run_1/floorplan.png
Scale: 2 px per µm. Pins as bars on the die edge.
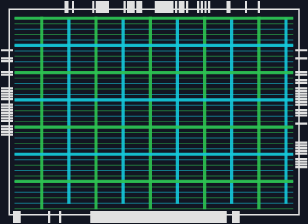
run_1/class_map.png
Scale: 2 px per µm. Fill, decap, tap and diode cells in gray.
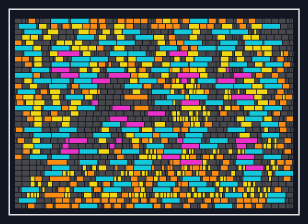
run_1/clock_wires.png
Scale: 4 px per µm.
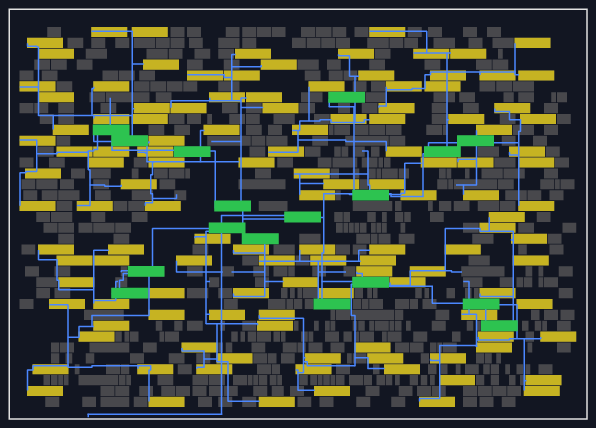
run_1/layers.png
Scale: 2 px per µm. Two of the layers only.
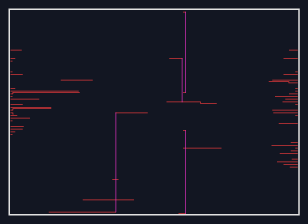
`src/rtl/axi_lite_reg_slave.sv`:
```
// AXI4-Lite slave bridging to a simple register file: independent write and
// read FSMs, single-cycle write strobe and registered read index/capture.
`timescale 1ns/1ps
module axi_lite_reg_slave #(
  parameter int ADDR_WIDTH     = 4,
  parameter int DATA_WIDTH     = 32,
  parameter int AXI_ADDR_WIDTH = 8
) (
  input  logic                      clk,
  input  logic                      resetn,
  input  logic [AXI_ADDR_WIDTH-1:0] s_axi_awaddr,
  input  logic                      s_axi_awvalid,
  output logic                      s_axi_awready,
  input  logic [DATA_WIDTH-1:0]     s_axi_wdata,
  input  logic [DATA_WIDTH/8-1:0]   s_axi_wstrb,
  input  logic                      s_axi_wvalid,
  output logic                      s_axi_wready,
  output logic [1:0]                s_axi_bresp,
  output logic                      s_axi_bvalid,
  input  logic                      s_axi_bready,
  input  logic [AXI_ADDR_WIDTH-1:0] s_axi_araddr,
  input  logic                      s_axi_arvalid,
  output logic                      s_axi_arready,
  output logic [DATA_WIDTH-1:0]     s_axi_rdata,
  output logic [1:0]                s_axi_rresp,
  output logic                      s_axi_rvalid,
  input  logic                      s_axi_rready,
  output logic [ADDR_WIDTH-1:0]     write_addr,
  output logic [DATA_WIDTH-1:0]     write_data,
  output logic                      write_en,
  output logic [ADDR_WIDTH-1:0]     read_addr,
  input  logic [DATA_WIDTH-1:0]     read_data
);
  localparam logic [1:0] OKAY   = 2'b00;
  localparam logic [1:0] SLVERR = 2'b10;

  typedef enum logic [1:0] {W_IDLE, W_WRITE, W_RESP} wstate_e;
  typedef enum logic [1:0] {R_IDLE, R_CAPTURE, R_DATA} rstate_e;

  function automatic logic addr_oor(input logic [AXI_ADDR_WIDTH-1:0] a);
    return |(a >> (ADDR_WIDTH + 2));
  endfunction

  wstate_e                 w_state_q;
  rstate_e                 r_state_q;
  logic                    aw_lat_q, w_lat_q, aw_oor_q, ar_oor_q;
  logic [ADDR_WIDTH-1:0]   aw_idx_q, write_addr_q, read_addr_q;
  logic [DATA_WIDTH-1:0]   wdata_q, write_data_q, rdata_q;
  logic [DATA_WIDTH/8-1:0] wstrb_q;
  logic                    write_en_q, bvalid_q, rvalid_q;
  logic [1:0]              bresp_q, rresp_q;

  // Byte-offset bits never affect decode.
  logic unused_addr_lsbs;
  assign unused_addr_lsbs = ^{s_axi_awaddr[1:0], s_axi_araddr[1:0]};

  // Readies are gated by resetn so they read 0 in reset and 1 right after release.
  assign s_axi_awready = resetn && (w_state_q == W_IDLE) && !aw_lat_q;
  assign s_axi_wready  = resetn && (w_state_q == W_IDLE) && !w_lat_q;
  assign s_axi_arready = resetn && (r_state_q == R_IDLE);

  logic aw_hs, w_hs, ar_hs, wr_go, wr_ok;
  logic [ADDR_WIDTH-1:0]   aw_idx_eff;
  logic [DATA_WIDTH-1:0]   wdata_eff;
  logic [DATA_WIDTH/8-1:0] wstrb_eff;
  logic                    aw_oor_eff;

  always_comb begin
    aw_hs      = s_axi_awvalid && s_axi_awready;
    w_hs       = s_axi_wvalid && s_axi_wready;
    ar_hs      = s_axi_arvalid && s_axi_arready;
    aw_idx_eff = aw_lat_q ? aw_idx_q : s_axi_awaddr[ADDR_WIDTH+1:2];
    aw_oor_eff = aw_lat_q ? aw_oor_q : addr_oor(s_axi_awaddr);
    wdata_eff  = w_lat_q  ? wdata_q  : s_axi_wdata;
    wstrb_eff  = w_lat_q  ? wstrb_q  : s_axi_wstrb;
    wr_go      = (aw_lat_q || aw_hs) && (w_lat_q || w_hs);
    wr_ok      = !aw_oor_eff && (&wstrb_eff);
  end

  always_ff @(posedge clk or negedge resetn) begin
    if (!resetn) begin
      w_state_q    <= W_IDLE;
      aw_lat_q     <= 1'b0;
      w_lat_q      <= 1'b0;
      aw_idx_q     <= '0;
      aw_oor_q     <= 1'b0;
      wdata_q      <= '0;
      wstrb_q      <= '0;
      write_en_q   <= 1'b0;
      write_addr_q <= '0;
      write_data_q <= '0;
      bvalid_q     <= 1'b0;
      bresp_q      <= OKAY;
    end else begin
      write_en_q <= 1'b0;
      case (w_state_q)
        W_IDLE: begin
          if (aw_hs) begin
            aw_lat_q <= 1'b1;
            aw_idx_q <= s_axi_awaddr[ADDR_WIDTH+1:2];
            aw_oor_q <= addr_oor(s_axi_awaddr);
          end
          if (w_hs) begin
            w_lat_q <= 1'b1;
            wdata_q <= s_axi_wdata;
            wstrb_q <= s_axi_wstrb;
          end
          if (wr_go) begin
            w_state_q  <= W_WRITE;
            write_en_q <= wr_ok;
            if (wr_ok) begin
              write_addr_q <= aw_idx_eff;
              write_data_q <= wdata_eff;
            end
          end
        end
        W_WRITE: begin
          // write_en_q still reflects whether the write was performed.
          bvalid_q  <= 1'b1;
          bresp_q   <= write_en_q ? OKAY : SLVERR;
          w_state_q <= W_RESP;
        end
        W_RESP: begin
          if (s_axi_bready) begin
            bvalid_q  <= 1'b0;
            bresp_q   <= OKAY;
            aw_lat_q  <= 1'b0;
            w_lat_q   <= 1'b0;
            w_state_q <= W_IDLE;
          end
        end
        default: w_state_q <= W_IDLE;
      endcase
    end
  end

  always_ff @(posedge clk or negedge resetn) begin
    if (!resetn) begin
      r_state_q   <= R_IDLE;
      read_addr_q <= '0;
      ar_oor_q    <= 1'b0;
      rdata_q     <= '0;
      rresp_q     <= OKAY;
      rvalid_q    <= 1'b0;
    end else begin
      case (r_state_q)
        R_IDLE: begin
          if (ar_hs) begin
            read_addr_q <= s_axi_araddr[ADDR_WIDTH+1:2];
            ar_oor_q    <= addr_oor(s_axi_araddr);
            r_state_q   <= R_CAPTURE;
          end
        end
        R_CAPTURE: begin
          rdata_q   <= ar_oor_q ? '0 : read_data;
          rresp_q   <= ar_oor_q ? SLVERR : OKAY;
          rvalid_q  <= 1'b1;
          r_state_q <= R_DATA;
        end
        R_DATA: begin
          if (s_axi_rready) begin
            rvalid_q  <= 1'b0;
            r_state_q <= R_IDLE;
          end
        end
        default: r_state_q <= R_IDLE;
      endcase
    end
  end

  assign write_en     = write_en_q;
  assign write_addr   = write_addr_q;
  assign write_data   = write_data_q;
  assign read_addr    = read_addr_q;
  assign s_axi_bvalid = bvalid_q;
  assign s_axi_bresp  = bresp_q;
  assign s_axi_rvalid = rvalid_q;
  assign s_axi_rresp  = rresp_q;
  assign s_axi_rdata  = rdata_q;
endmodule

```
`config.mk`:
```
export PLATFORM = sky130hd
export DESIGN_NAME = axi_lite_reg_slave
export DESIGN_NICKNAME = d
export VERILOG_FILES = /design/src/rtl/axi_lite_reg_slave.sv
export SDC_FILE = /design/constraint.sdc
export NUM_CORES = 1
export LEC_CHECK = 0
export CAP_MARGIN = 10
export CORE_ASPECT_RATIO = 0.7
export CORE_MARGIN = 2
export CORE_UTILIZATION = 40
export DETAILED_ROUTE_END_ITERATION = 16
export GPL_ROUTABILITY_DRIVEN = 0
export GPL_TIMING_DRIVEN = 0
export HOLD_SLACK_MARGIN = 0.05
export PLACE_DENSITY = 0.67
export SYNTH_ARGS = -nofsm -noshare
export SYNTH_HDL_FRONTEND = slang
export SYNTH_SLANG_ARGS = --single-unit
```
`constraint.sdc`:
```
create_clock -name clk -period 2.74 [get_ports clk]
set_clock_uncertainty 0.1 [all_clocks]
set_input_delay 0.548 -clock clk [delete_from_list [all_inputs] [get_ports clk]]
set_output_delay 0.548 -clock clk [all_outputs]
set_load 0.05 [all_outputs]
```
==> results.env, run 1 <==
YOSYS_CHIP_AREA_UM2=5490
WARNING_COUNT=30
N_ANTENNA_CELL=0
SWSHARE_PCT=37.4
DETAIL-ROUTE-ANTENNA-NETS=0
MAX_SLEW.WORST_PIN.SLEW_NS=0.635
TIMING.MAX_CAP.VIOLATIONS=0
DETAIL_ROUTE.FIRST_PASS.ITERATIONS=4
CP.ARRIVAL_NS=1.85
UNREPAIRED_SETUP_ENDPOINTS_AFTER_GLOBAL_ROUTING='false'
SYN2LAYOUT_AREA_GROWTH_PCT=49.5
FINAL_HOLD_VIOL_COUNT=0
POST_SYNTH.CELL_AREA_AVG_UM2=13.3
TIMING.SLEW.HEADROOM_PCT=57.7
GLOBAL_ROUTE.USAGE.MET2_PCT=31.9
TIMING.SETUP.TNS_NS=0
FINAL_NET_COUNT=695
NUM_IO_PINS=173
N_SEQUENTIAL_CELL=125
GRT_MOST_USED_LAYER='met2'
CTSHTREEMAXLEVEL=4
NUM_TAP_CELLS=185
POST_PLACEMENT_WORST_SETUP_SLACK_NS=-0.766
GRT.MET1_USAGE_PCT=25.4
OUTCOME='completed'
Notes on floorplan.png above:
legend:
  VDD:
    color: cyan
  VSS:
    color: green
met5 straps: 7
signal pins: 173
vertical die dimension: 102 µm
placeable core region: 13,300 µm²
worst ir drop on vdd: 0.678 mV
x dimension of the die: 144 µm

Notes on class_map.png above:
legend:
  remaining buffers and delay cells:
    color: orange
    cells: 197
    share_of_their_area: 24%
  clock drivers and dummy loads:
    color: magenta
    cells: 32
    share_of_their_area: 8.5%
  remaining logic cells:
    color: yellow
    cells: 263
    share_of_their_area: 28%
  registers:
    color: cyan
    cells: 125
    share_of_their_area: 39%
register fraction of the total cell area: 38.1%
fin util: 61.9%
post-route design area: 8210 µm²
number of standard-cell rows in the floorplan: 35

Notes on clock_wires.png above:
legend:
  clock wires:
    color: blue
    length: 1,720 µm
  clock-net drivers:
    color: green
    count: 17
  flip-flops:
    color: yellow
    count: 125
routed clock nets: 18
flops lie: all over the die
total clock network power: 2.58 mW
Latency at later pin: 0.40 ns
clock network fraction of total power: 25.3%

Notes on layers.png above:
legend:
  M3:
    color: red
    wire_length: 489 µm
  M4:
    color: magenta
    wire_length: 153 µm
routed length per instance: 17.0 µm
total via count after detailed routing: 3,850
total routing usage reported by global routing: 19.4%
Total Routed Length: 13.6 mm

run 1: worst paths after layout:
path,to,slack (ns),start
hold reg to reg,s_axi_rdata[11],0.38,s_axi_rdata[11]
min in group clk,s_axi_rdata[11],0.38,s_axi_rdata[11]
setup reg to reg,wdata_q[9],0.72,w_state_q[1]
setup / recovery,s_axi_awready,0.25,w_state_q[1]
hold / removal,s_axi_rdata[25],0.11,resetn
max in group asynchronous,s_axi_bvalid,2.16,resetn
run 1: worst min-delay path: cells and delay by family:
kind	cells	cell delay (ns)
buffers and inverters	3	0.43
run 1: flip-flops by register name (all words and copies together) (netlist names):
name / flops
s_axi_bvalid: 1
read_addr: 4
wstrb_q: 4
s_axi_rresp: 1
write_data: 32
s_axi_rvalid: 1
aw_idx_q: 4
w_lat_q: 1
ar_oor_q: 1
write_en: 1
r_state_q: 2
aw_lat_q: 1
aw_oor_q: 1
wdata_q: 32
s_axi_rdata: 32
s_axi_bresp: 1
write_addr: 4
w_state_q: 2
run 1: logic make-up after synthesis:
kind of cell    after synthesis  share of synthesized area, %
flops                       125                          56.9
mux                         117                          26.3
simple gates                 91                          8.54
compound gates               50                          5.22
buf+inv                      29                          2.94
other cells                   1                        0.0683
run 1: per-layer routing:
layer / wire length [µm] / share of wire (%)
met1: 6360 / 47
met2: 6590 / 48
met3: 489 / 3.6
met4: 153 / 1.1
met5: 0 / 0
run 1: through the flow:
step	std cells	hold slack, ns
6_report	802	0.110
5_1_grt	802	0.108
4_1_cts	802	0.105
3_5_place_dp	766	0.370
3_3_place_gp	765	0.361
2_1_floorplan	414	0.152
run 1: power groups by stage:
stage	clock network, mW	registers, mW	logic (mW)
finish	2.58	3.02	4.58
floorplan	0	4.45	1.74
global placement	0	3.01	4.52
global route	2.73	3.12	4.83
detailed placement	0	3.04	4.59
CTS	2.63	3.03	4.63
--- run 2 (diff from run 1) ---
PLACE_DENSITY = 0.7   (was 0.67)
clock period = 2.1 ns   (was 2.74 ns; I/O delays follow)
==> run 2 against run 1 <==
The run now ends with negative hold slack left. Clock power up 3%. Utilization down 1.5 points. Global-route usage is 0.11 points lower. Routed wire length shrank 0.14%. Die size stayed put. Worst setup slack worse by 0.23 ns. Non-clock buffer count fell by 2. Critical path depth is 1 lower. Worst hold slack got worse by 0.34 ns. Count of clock-buffer cells in the layout is 1 lower. Synthesized cell count did not move. Combinational power increased by 26%.
==> results.env, run 2 <==
OUTCOME='finished, violations left'
FAILED_CHECKS='negative hold slack'
DETAIL_ROUTE.FIRST_PASS.ITERATIONS=4
POWER_SEQUENTIAL_mW=3.93
SWSHARE_PCT=40.2
WARNING_COUNT=34
POST_PLACEMENT_WORST_SETUP_SLACK_NS=-0.795
REG2REG_SETUP_SLACK_NS=0.12
FINAL_HOLD_VIOL_COUNT=61
CHIPWIDTH_UM=144
N_ANTENNA_CELL=0
COMB_CELL_POWER_mW=5.77
TIMING.MAX_CAP.VIOLATIONS=0
CLK-INSERTION-DELAY-LATE_NS=0.41
PG_CLK_mW=2.67
PWR-SHARE-CLK_PCT=21.6
MAX_SLEW.WORST_PIN.SLEW_NS=0.693
ROUTE.DETAILED.WL_PER_INST_UM=17.0
STD_CELL_ROWS=35
FINAL_NET_COUNT=693
TIMING.SLEW.HEADROOM_PCT=53.8
DIE.SIZE.Y_UM=102
PLACEABLECOREAREA_UM2=13300
CP.ARRIVAL_NS=1.56
VDD.IR_DROP.WORST_mV=0.834
FIN_WORST_HOLD_SLACK_NS=-0.229
UNREPAIRED_SETUP_ENDPOINTS_AFTER_GLOBAL_ROUTING='true'
LARGESTPOWERGROUP='combinational logic'
POST_SYNTH.CELL_AREA_AVG_UM2=13.3
==> run 2: logic make-up (layout without fill, tap and decap cells) <==
kind of cell	Yosys count	count (layout)	synth area share (%)
AND/OR/NAND/NOR	91	91	8.54
flip-flops	125	125	56.9
multiplexers	117	117	26.3
other	1	2	0.0683
AND-OR/OR-AND	50	50	5.22
buffers and inverters	29	229	2.94
==> run 2: metrics by stage <==
step,setup TNS [ns],area (µm²),std cells
floorplan,0,5510,414
global placement,-990.24,7410,765
detailed placement,-40.08,7440,766
CTS,-0.0397,7940,799
global route,-0.0414,8010,799
finish,0,8010,799
==> run 2: worst max-delay path by stage <==
stage | end | slack (ns) | startpoint | cells past startpoint
2_1_floorplan | s_axi_awready | 0.02 | w_state_q[1] | 3
3_3_place_gp | write_data[30] | -5.28 | resetn | 6
3_5_place_dp | s_axi_wready | -0.79 | resetn | 4
4_1_cts | s_axi_awready | -0.03 | w_state_q[1] | 4
5_1_grt | s_axi_wready | -0.03 | w_state_q[1] | 3
6_report | s_axi_wready | 0.02 | w_state_q[0] | 3
==> run 2: cell type report <==
type | instances | area (µm²)
Tap cell | 185 | 231
Fill cell | 1050 | 5260
Inverter | 3 | 11.3
Clock inverter | 13 | 103
Multi-Input combinational cell | 260 | 2230
Buffer | 25 | 139
Clock buffer | 18 | 429
Timing Repair Buffer | 170 | 1740
Sequential cell | 125 | 3130
==> run 2: layer usage <==
layer / vias to the layer above / track usage (%) / wire (µm)
met2: 94 / 33.0 / 6580
met3: 18 / 4.92 / 681
li1: 1800 / - / -
met4: 0 / 6.49 / 225
met1: 1935 / 24.0 / 6090
met5: - / 0 / 0
==> run 2: critical path, delay by kind of cell, from the launching register on <==
family / cells / cell delay (ns)
DFF: 1 / 0.41
and+or+nand+nor: 2 / 0.58
buffers and inverters: 1 / 0.16
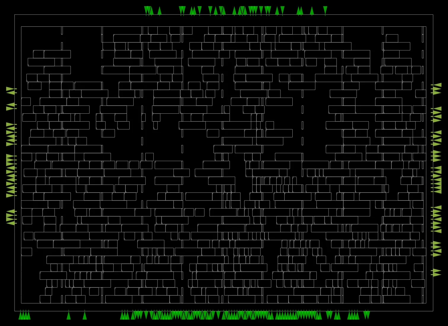
run_2/placed.png
register fraction of the total cell area: 39.0%
fin util: 60.4%
number of well taps: 185

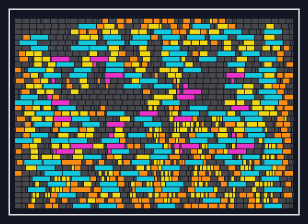
run_2/class_map.png
Scale: 2 px per µm. Fill, decap, tap and diode cells in gray.
legend:
  remaining buffers and delay cells:
    color: orange
    cells: 195
    share_of_their_area: 24%
  remaining logic cells:
    color: yellow
    cells: 263
    share_of_their_area: 29%
  clock drivers and dummy loads:
    color: magenta
    cells: 31
    share_of_their_area: 6.8%
  registers:
    color: cyan
    cells: 125
    share_of_their_area: 40%
post-route design area: 8010 µm²

No activity file was given, so power comes from the tool's default toggle rates.
